### Metal 1

Drawn at 4 px/um. Cells faint in the background.
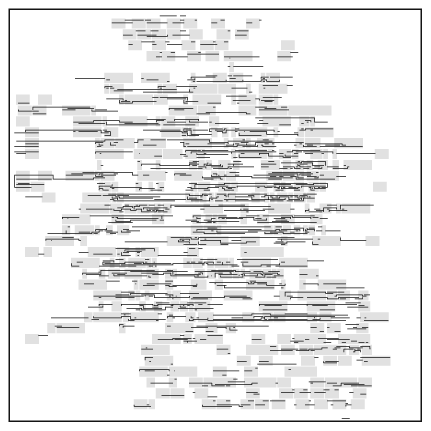
### Met2 routing

Drawn at 4 px/um.
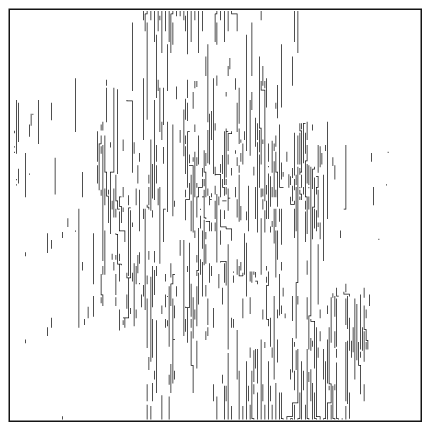
### The metal 3 layer

Drawn at 3 px/um. Cells faint in the background.
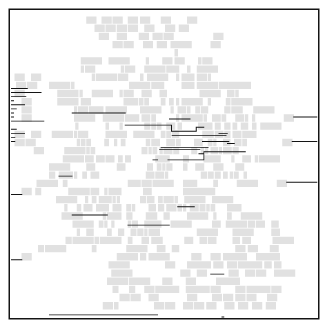
### I/O pins on the die edge

Drawn at 4 px/um. Pins as bars across the die edge, other pins in grey.
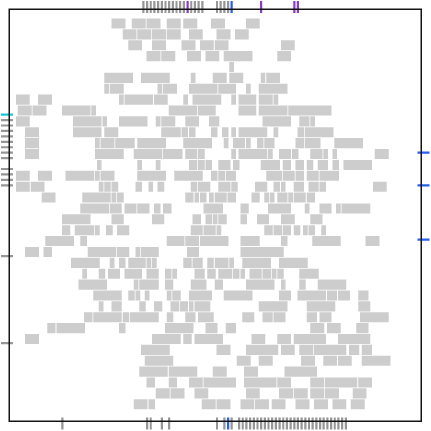
### Track usage over the die

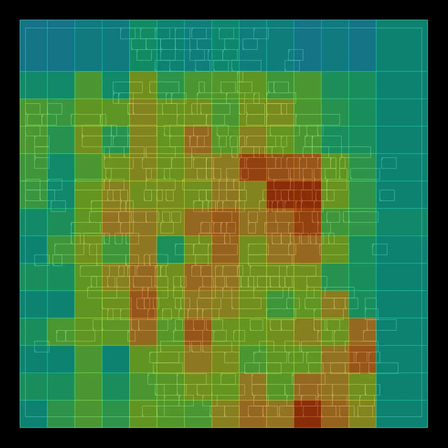
**src/rtl/spi_reg_bridge.sv**
```systemverilog
`default_nettype none
// ============================================================================
// Module   : spi_reg_bridge
// Purpose  : SPI (mode 0) slave that bridges serial frames onto a
//            byte-lane register-file port. The first byte of a frame is
//            a command (bit7 = 1 write / 0 read, low bits = byte address);
//            the following bytes are written to, or read from, consecutive
//            byte addresses with auto-increment and wrap.
// Ports    : clk, rst          - system clock, synchronous active-high reset
//            sclk, cs_n, mosi  - asynchronous SPI inputs, resynchronized
//            miso, miso_oe     - serial read data (MSB first) and its enable
//            addr_reg          - register row (byte_addr[ADDR_BITS-1:2])
//            we_reg            - one-cycle write strobe
//            wdata_reg         - data byte replicated on every lane
//            wmask_reg         - one-hot lane select (byte_addr[1:0])
//            rdata_reg         - combinational read data for addr_reg
//            frame_err         - pulse when cs_n rises mid-byte
// Options  : SPI_RD_DUMMY_EN   - when defined, a read inserts one dummy
//                                byte (miso = 0) between command and data.
// Revision : 1.0 - initial release
// ============================================================================

`ifndef RF_AWIDTH
`define RF_AWIDTH (ADDR_BITS-2)
`endif
`ifndef RF_WIDTH
`define RF_WIDTH 32
`endif
`ifndef RF_MASK
`define RF_MASK 4
`endif

module spi_reg_bridge #(
  parameter int SYNC_STAGES = 2,
  parameter int ADDR_BITS   = 7
) (
  input  logic                   clk,
  input  logic                   rst,
  input  logic                   sclk,
  input  logic                   cs_n,
  input  logic                   mosi,
  output logic                   miso,
  output logic                   miso_oe,
  output logic [`RF_AWIDTH-1:0]  addr_reg,
  output logic                   we_reg,
  output logic [`RF_WIDTH-1:0]   wdata_reg,
  output logic [`RF_MASK-1:0]    wmask_reg,
  input  logic [`RF_WIDTH-1:0]   rdata_reg,
  output logic                   frame_err
);

  typedef enum logic [2:0] {
    S_IDLE   = 3'd0,
    S_CMD    = 3'd1,
    S_WDATA  = 3'd2,
    S_RFETCH = 3'd3,
    S_RDATA  = 3'd4
  } state_t;

  // --------------------------------------------------------------------------
  // Input synchronizers and edge detection
  // --------------------------------------------------------------------------
  logic [SYNC_STAGES-1:0] r_sclk_sync;
  logic [SYNC_STAGES-1:0] r_cs_sync;
  logic [SYNC_STAGES-1:0] r_mosi_sync;
  logic                   r_sclk_prev;
  logic                   r_cs_prev;

  always_ff @(posedge clk) begin
    if (rst) begin
      r_sclk_sync <= '0;
      r_cs_sync   <= '0;
      r_mosi_sync <= '0;
      r_sclk_prev <= 1'b0;
      r_cs_prev   <= 1'b0;
    end else begin
      r_sclk_sync <= {r_sclk_sync[SYNC_STAGES-2:0], sclk};
      r_cs_sync   <= {r_cs_sync[SYNC_STAGES-2:0], cs_n};
      r_mosi_sync <= {r_mosi_sync[SYNC_STAGES-2:0], mosi};
      r_sclk_prev <= r_sclk_sync[SYNC_STAGES-1];
      r_cs_prev   <= r_cs_sync[SYNC_STAGES-1];
    end
  end

  logic w_sclk_s;
  logic w_cs_s;
  logic w_mosi_s;
  logic w_sclk_rise;
  logic w_sclk_fall;
  logic w_cs_fall;

  assign w_sclk_s    = r_sclk_sync[SYNC_STAGES-1];
  assign w_cs_s      = r_cs_sync[SYNC_STAGES-1];
  assign w_mosi_s    = r_mosi_sync[SYNC_STAGES-1];
  assign w_sclk_rise = ~r_sclk_prev & w_sclk_s;
  assign w_sclk_fall = r_sclk_prev & ~w_sclk_s;
  // A reset clears the cs_n synchronizer to 0, so a frame that was in
  // flight during reset never shows a falling edge: the bridge waits for
  // the next genuine cs_n high->low transition.
  assign w_cs_fall   = r_cs_prev & ~w_cs_s;

  // --------------------------------------------------------------------------
  // Frame state
  // --------------------------------------------------------------------------
  state_t                 r_state;
  logic [2:0]             r_bit_cnt;
  logic [6:0]             r_shift_in;
  logic [7:0]             r_shift_out;
  logic [ADDR_BITS-1:0]   r_byte_addr;
`ifdef SPI_RD_DUMMY_EN
  logic                   r_dummy;
  logic [7:0]             r_fetch_buf;
`endif

  logic [7:0]             w_byte;
  logic [ADDR_BITS-1:0]   w_addr_inc;
  logic [7:0]             w_rd_lane;

  // Byte being completed on this rising edge (7 earlier bits + current bit).
  assign w_byte     = {r_shift_in, w_mosi_s};
  assign w_addr_inc = r_byte_addr + {{(ADDR_BITS-1){1'b0}}, 1'b1};
  assign w_rd_lane  = rdata_reg[{r_byte_addr[1:0], 3'b000} +: 8];

  always_ff @(posedge clk) begin
    if (rst) begin
      r_state     <= S_IDLE;
      r_bit_cnt   <= 3'd0;
      r_shift_in  <= 7'd0;
      r_shift_out <= 8'd0;
      r_byte_addr <= '0;
      addr_reg    <= '0;
      we_reg      <= 1'b0;
      wdata_reg   <= '0;
      wmask_reg   <= '0;
      miso        <= 1'b0;
      miso_oe     <= 1'b0;
      frame_err   <= 1'b0;
`ifdef SPI_RD_DUMMY_EN
      r_dummy     <= 1'b0;
      r_fetch_buf <= 8'd0;
`endif
    end else begin
      we_reg    <= 1'b0;
      frame_err <= 1'b0;

      if (w_cs_s) begin
        // Deselect wins over everything, including a byte completing in
        // the same cycle; only a partially shifted byte is an error.
        if (r_state != S_IDLE) begin
          r_state <= S_IDLE;
          if (r_bit_cnt != 3'd0) begin
            frame_err <= 1'b1;
          end
        end
        miso    <= 1'b0;
        miso_oe <= 1'b0;
      end else if (r_state == S_IDLE) begin
        if (w_cs_fall) begin
          r_state     <= S_CMD;
          r_bit_cnt   <= 3'd0;
          r_shift_in  <= 7'd0;
          r_shift_out <= 8'd0;
          miso        <= 1'b0;
          miso_oe     <= 1'b1;
`ifdef SPI_RD_DUMMY_EN
          r_dummy     <= 1'b0;
`endif
        end
      end else begin
        // Sample MOSI on SCLK rising.
        if (w_sclk_rise) begin
          r_shift_in <= w_byte[6:0];
          r_bit_cnt  <= r_bit_cnt + 3'd1;
          if (r_bit_cnt == 3'd7) begin
            case (r_state)
              S_CMD: begin
                r_byte_addr <= w_byte[ADDR_BITS-1:0];
                addr_reg    <= w_byte[ADDR_BITS-1:2];
                if (w_byte[7]) begin
                  r_state <= S_WDATA;
                end else begin
                  r_state <= S_RFETCH;
`ifdef SPI_RD_DUMMY_EN
                  r_dummy <= 1'b1;
`endif
                end
              end
              S_WDATA: begin
                we_reg      <= 1'b1;
                addr_reg    <= r_byte_addr[ADDR_BITS-1:2];
                wmask_reg   <= 4'b0001 << r_byte_addr[1:0];
                wdata_reg   <= {4{w_byte}};
                r_byte_addr <= w_addr_inc;
              end
              S_RDATA: begin
`ifdef SPI_RD_DUMMY_EN
                if (r_dummy) begin
                  // End of dummy byte: the first data byte was already
                  // fetched while the dummy byte was shifting.
                  r_shift_out <= r_fetch_buf;
                  r_dummy     <= 1'b0;
                end else begin
                  r_byte_addr <= w_addr_inc;
                  addr_reg    <= w_addr_inc[ADDR_BITS-1:2];
                  r_state     <= S_RFETCH;
                end
`else
                r_byte_addr <= w_addr_inc;
                addr_reg    <= w_addr_inc[ADDR_BITS-1:2];
                r_state     <= S_RFETCH;
`endif
              end
              default: ;
            endcase
          end
        end

        // Shift MISO on SCLK falling. The 8th falling edge of a byte
        // presents the MSB of the freshly loaded next byte.
        if (w_sclk_fall) begin
          miso        <= r_shift_out[7];
          r_shift_out <= {r_shift_out[6:0], 1'b0};
        end

        // addr_reg was driven on entry; rdata_reg is valid now.
        if (r_state == S_RFETCH) begin
          r_state <= S_RDATA;
`ifdef SPI_RD_DUMMY_EN
          if (r_dummy) begin
            r_fetch_buf <= w_rd_lane;
          end else begin
            r_shift_out <= w_rd_lane;
          end
`else
          r_shift_out <= w_rd_lane;
`endif
        end
      end
    end
  end

endmodule

`default_nettype wire

```
**config.mk**
```make
export PLATFORM = sky130hd
export DESIGN_NAME = spi_reg_bridge
export DESIGN_NICKNAME = d
export VERILOG_FILES = /design/src/rtl/spi_reg_bridge.sv
export SDC_FILE = /design/constraint.sdc
export NUM_CORES = 1
export LEC_CHECK = 0
export CAP_MARGIN = 20
export CORE_MARGIN = 1
export CORE_UTILIZATION = 30
export DETAILED_ROUTE_END_ITERATION = 10
export GPL_ROUTABILITY_DRIVEN = 0
export SLEW_MARGIN = 20
export SYNTH_ARGS = -nofsm -noshare
export SYNTH_HDL_FRONTEND = slang
export SYNTH_SLANG_ARGS = --single-unit
```
**constraint.sdc**
```tcl
create_clock -name clk -period 4 [get_ports clk]
set_clock_uncertainty 0.1 [all_clocks]
set_input_delay 0.4 -clock clk [delete_from_list [all_inputs] [get_ports clk]]
set_output_delay 0.4 -clock clk [all_outputs]
set_load 0.02 [all_outputs]
```
==> run notes <==
Figures from the implementation reports.

- The flow ran to the end, and the final reports show no timing, DRC or antenna violations.
- Yosys reported that registers with async set or reset make up 0%.
- The clock reaches the later pin of the worst-skew pair after 340 ps.
- In this run the critical path is formed by nor3_2 -> nor2_1 -> or3_4 -> a21oi_4 -> a22o_1.
- The post-placement setup slack is 1551 ps.
- The number of setup buffers added after CTS is 0.
- The internal power of the cells totals 0.001002 W.
- The peak ir drop on the vdd network reads 0.1546 mV.
- The portion of total power attributed to sequential cells is 45.3%.
- The layout cell share with drive strength beyond 1 is 9.474%.
- Total power normalized to cell area comes to 330.7 nW/um^2.
- The dominant synthesized flop cell reads sky130_fd_sc_hd__dfxtp_1.
- The max-slew headroom at the worst pin reads 37.96%.
- The DRC violation count after routing is 0.
- Compared with the post-synthesis result, the final layout area differs by 29.81%.
- The clock network fraction of design power reads 45.7%.
- The register clock-pin slew on the reported worst setup and hold paths reads 70 ps.
- In this run, the number of DRC markers left after iteration 0 of detailed routing was 124.
- The worst-path cell with the longest stage delay reads sky130_fd_sc_hd__nor3_2.
- The number of flops mapped to enable cells by yosys is 0.
- The share of power burned in combinational logic is 9.0%.
- The count of H-tree levels built during CTS reads 3.
- The total core area reads 9774 um^2.
- The number of antenna violations at the first check in global routing reads 0.
- The via count normalized by instance count is 4.875.
- The via count of the first global-routing pass reads 2370.
- The average footprint of a synthesized cell reads 9.294 um^2.
- The CTS sink count reads 57.
- The leakage component of the power is 1.394 nW.
- The netlist uses 56 different library cells.
- The row count reads 36.
- The required time reported for the critical path endpoint is 4190 ps.
- The number of cells in the yosys synthesis report reads 327.
- The element type at the critical path start is a flop.
- The most instantiated logic cell after routing reads sky130_fd_sc_hd__clkdlybuf4s50_1.
- The worst-case clock buffer depth reads 2.
- The sequential power reads 0.000591 W.
- The final layout net count is 419.
- The final-report setup violation count is 0.
- The wire length of the first global-routing pass reads 11.71 mm.
- The final tally of max-slew violations reads 0.
- The post-synth register bit count is 57.
- The kind of cell adding the most delay to the critical path reads simple AND/OR/NAND/NOR gates.
- The number of maximum-capacitance constraint violations reads 0.
- The summed standard-cell area reported by yosys is 3039 um^2.
- The total buffers and inverters traversed by the critical path reads 0.
- Adding up every negative setup slack in the final design gives 0 ps.
- The number of nets with antenna violations after routing is 0.
- Entering global routing, the biggest net connects 52 pins.
- The warning tally printed by Yosys for this design is 0.
- The TritonCTS clock tree is done.
- The share of the clock period used by the worst path after layout reads 61.87%.
- The total power consumption of the routed design reads 0.001305 W.
- Ranking logic cells in the layout by count gives the top entries sky130_fd_sc_hd__clkdlybuf4s50_1, sky130_fd_sc_hd__dfxtp_1, sky130_fd_sc_hd__nor2_1.
- The top achievable clock speed reads 0.4041 GHz.
- The type of destination of the critical path reads a flop.
- The combinational power reads 0.000118 W.
- The minimum clock period after layout is 2475 ps.
- The power of the clock network reads 0.000596 W.
- The largest stage delay on the critical path is 820 ps.
- Note that the worst hold path type here is flop to flop.
- Per the OpenROAD power report, switching power amounts to 0.0003024 W.
- Pin placement for this block handled 82 I/O pins.
- The total half-perimeter wirelength after legalization and detailed placement is 5.093 mm.
- The biggest slice of the total power is consumed by clock.
- The iteration count of the initial detailed-routing pass reads 4.
- The count of hold buffers inserted by post-cts repair reads 0.
- Synthesis produced a netlist with a net count of 371.
- STA lists the maximum fanout along the critical path as 20.
- The filler cell count in the final layout reads 1004.
- In the Yosys report, the sequential cells make up 37.55% of the chip area.
- The final worst-path setup slack reads 1525 ps.
- Synthesis produced a netlist whose cell count is 327.
- The number of hold violations in the final report reads 0.
- The logs give a warning total of 30.
- The mapped cell area reads 3039 um^2.
- The fraction of the core area occupied by cells at floorplan is 31.09%.
- The switching fraction of total power is 23.18%.
- Per the OpenROAD floorplan log, the area of the die is 10540 um^2.
- The transition time at the pin with the least slew margin is 930.6 ps.
- The number of CTS-inserted buffers reads 9.
- Setup repair after global routing left no endpoint under its margin.
- STA puts the critical path data arrival time at 2660 ps.
- The number of diodes added for antenna fixing reads 0.
- By startpoint and endpoint, the worst setup path is classified as flop to flop.
- The number of gates resized after CTS reads 0.
- After global routing the overflow that remains totals 0.
- Per the CTS log, the root buffer master is sky130_fd_sc_hd__clkbuf_8.
Notes on 'Metal 1' above:
nets with wire on the layer: 381
main direction: horizontal
wire length on this layer: 3270 um
share of all routed wire: 45%
longest straight run: 34.5 um
met1 demand-to-capacity share in global routing: 18.38%
via count: 2501

Notes on 'Met2 routing' above:
main direction: vertical
wire length on this layer: 3510 um
nets with wire on the layer: 339
share of all routed wire: 49%
longest straight run: 37.2 um
total wire length after detailed routing: 7.191 mm
met2 usage in global routing: 23.44%

Notes on 'The metal 3 layer' above:
share of all routed wire: 4.2%
main direction: horizontal
nets with wire on the layer: 30
wire length on this layer: 303 um
longest straight run: 36.1 um
met3 Track Usage GR: 4.271%

Notes on 'I/O pins on the die edge' above:
[wmask_reg] purple | pins: 4 | direction: output | edge: north
[we_reg] cyan | pins: 1 | direction: output | edge: west
[addr_reg] blue | pins: 5 | direction: output | edge: 3 east, 1 north, 1 south
all pins by edge: 39 south, 25 north, 15 west, 3 east
Chip Height: 102.7 um
width of the die: 102.7 um
port buffer count: 81

Notes on 'Track usage over the die' above:
gr usage total: 14.59%
Most Used Layer, Global Route: met2
final core area utilization: 40.36%
post-DR wirelength/cell: 14.02 um

cells in the mapped netlist (6+ instances only):
cell	number	share of area [%]
sky130_fd_sc_hd__a21oi_1	19	3.1
sky130_fd_sc_hd__nor2_1	42	5.2
sky130_fd_sc_hd__nand2b_1	8	1.6
sky130_fd_sc_hd__nor2b_1	12	2.5
sky130_fd_sc_hd__inv_1	6	0.74
sky130_fd_sc_hd__mux4_2	8	5.9
sky130_fd_sc_hd__nand2_1	8	0.99
sky130_fd_sc_hd__mux2i_1	13	4.3
sky130_fd_sc_hd__o21ai_0	7	1.2
sky130_fd_sc_hd__buf_4	25	6.2
sky130_fd_sc_hd__nand3_1	7	1.2
sky130_fd_sc_hd__dfxtp_1	57	38
sky130_fd_sc_hd__a22oi_1	11	2.7
sky130_fd_sc_hd__o2bb2ai_1	8	2.3
sky130_fd_sc_hd__nor4b_1	8	2.3
sky130_fd_sc_hd__clkbuf_1	9	1.1
sky130_fd_sc_hd__buf_2	7	1.2
sky130_fd_sc_hd__ha_1	7	2.9
sky130_fd_sc_hd__nor3_1	9	1.5
worst register-to-register path: stages, from the launching register on:
cell	delay, ps
sky130_fd_sc_hd__dfxtp_1	500
sky130_fd_sc_hd__nor3_2	820
sky130_fd_sc_hd__nor2_1	160
sky130_fd_sc_hd__or3_4	380
sky130_fd_sc_hd__a21oi_4	280
sky130_fd_sc_hd__a22o_1	190
per-layer routing:
metal,vias up,routed length (um)
met5,-,0
met4,0,108
met3,9,303
met2,48,3509
met1,1188,3270
li1,1256,-
final timing paths:
path,cells after the start,startpoint,end,slack [ps]
setup / recovery,5,r_state[0],r_shift_out[0],1530
hold / removal,1,r_cs_sync[0],r_cs_sync[1],330
setup reg to reg,5,r_state[0],r_shift_out[0],1530
hold reg to reg,1,r_cs_sync[0],r_cs_sync[1],330
cell type report:
| class | instances | area (um^2) | area share (%) |
|---|---|---|---|
| inverters | 8 | 30.03 | 0.7612 |
| flip-flops and latches | 57 | 1141 | 28.92 |
| well taps | 133 | 166.4 | 4.218 |
| repair buffers | 82 | 813.3 | 20.62 |
| multi-input cells | 217 | 1574 | 39.90 |
| clock inverters | 5 | 78.83 | 1.998 |
| clock buffers | 11 | 141.4 | 3.584 |
logic make-up (layout without fill, tap and decap cells):
group	Yosys count	count (layout)	share of synthesized area, %
flip-flops	57	57	37.55
multiplexers	24	24	11.32
AND-OR/OR-AND	71	71	16.76
adder cells (fa/ha/maj)	7	7	2.882
XOR/XNOR	4	4	1.153
AND/OR/NAND/NOR	111	111	19.68
buffers and inverters	53	106	10.66
stage by stage:
step	instance area [um^2]	utilization [%]	cells	hold slack (ps)
after floorplan	3039	-	327	313.8
after global placement	3725	38.11	497	324.8
after detailed placement	3725	38.11	497	323.1
after CTS	3945	40.36	513	335.9
after global routing	3945	40.36	513	357.0
final	3945	40.36	513	328.9
No activity file was given, so power comes from the tool's default toggle rates.
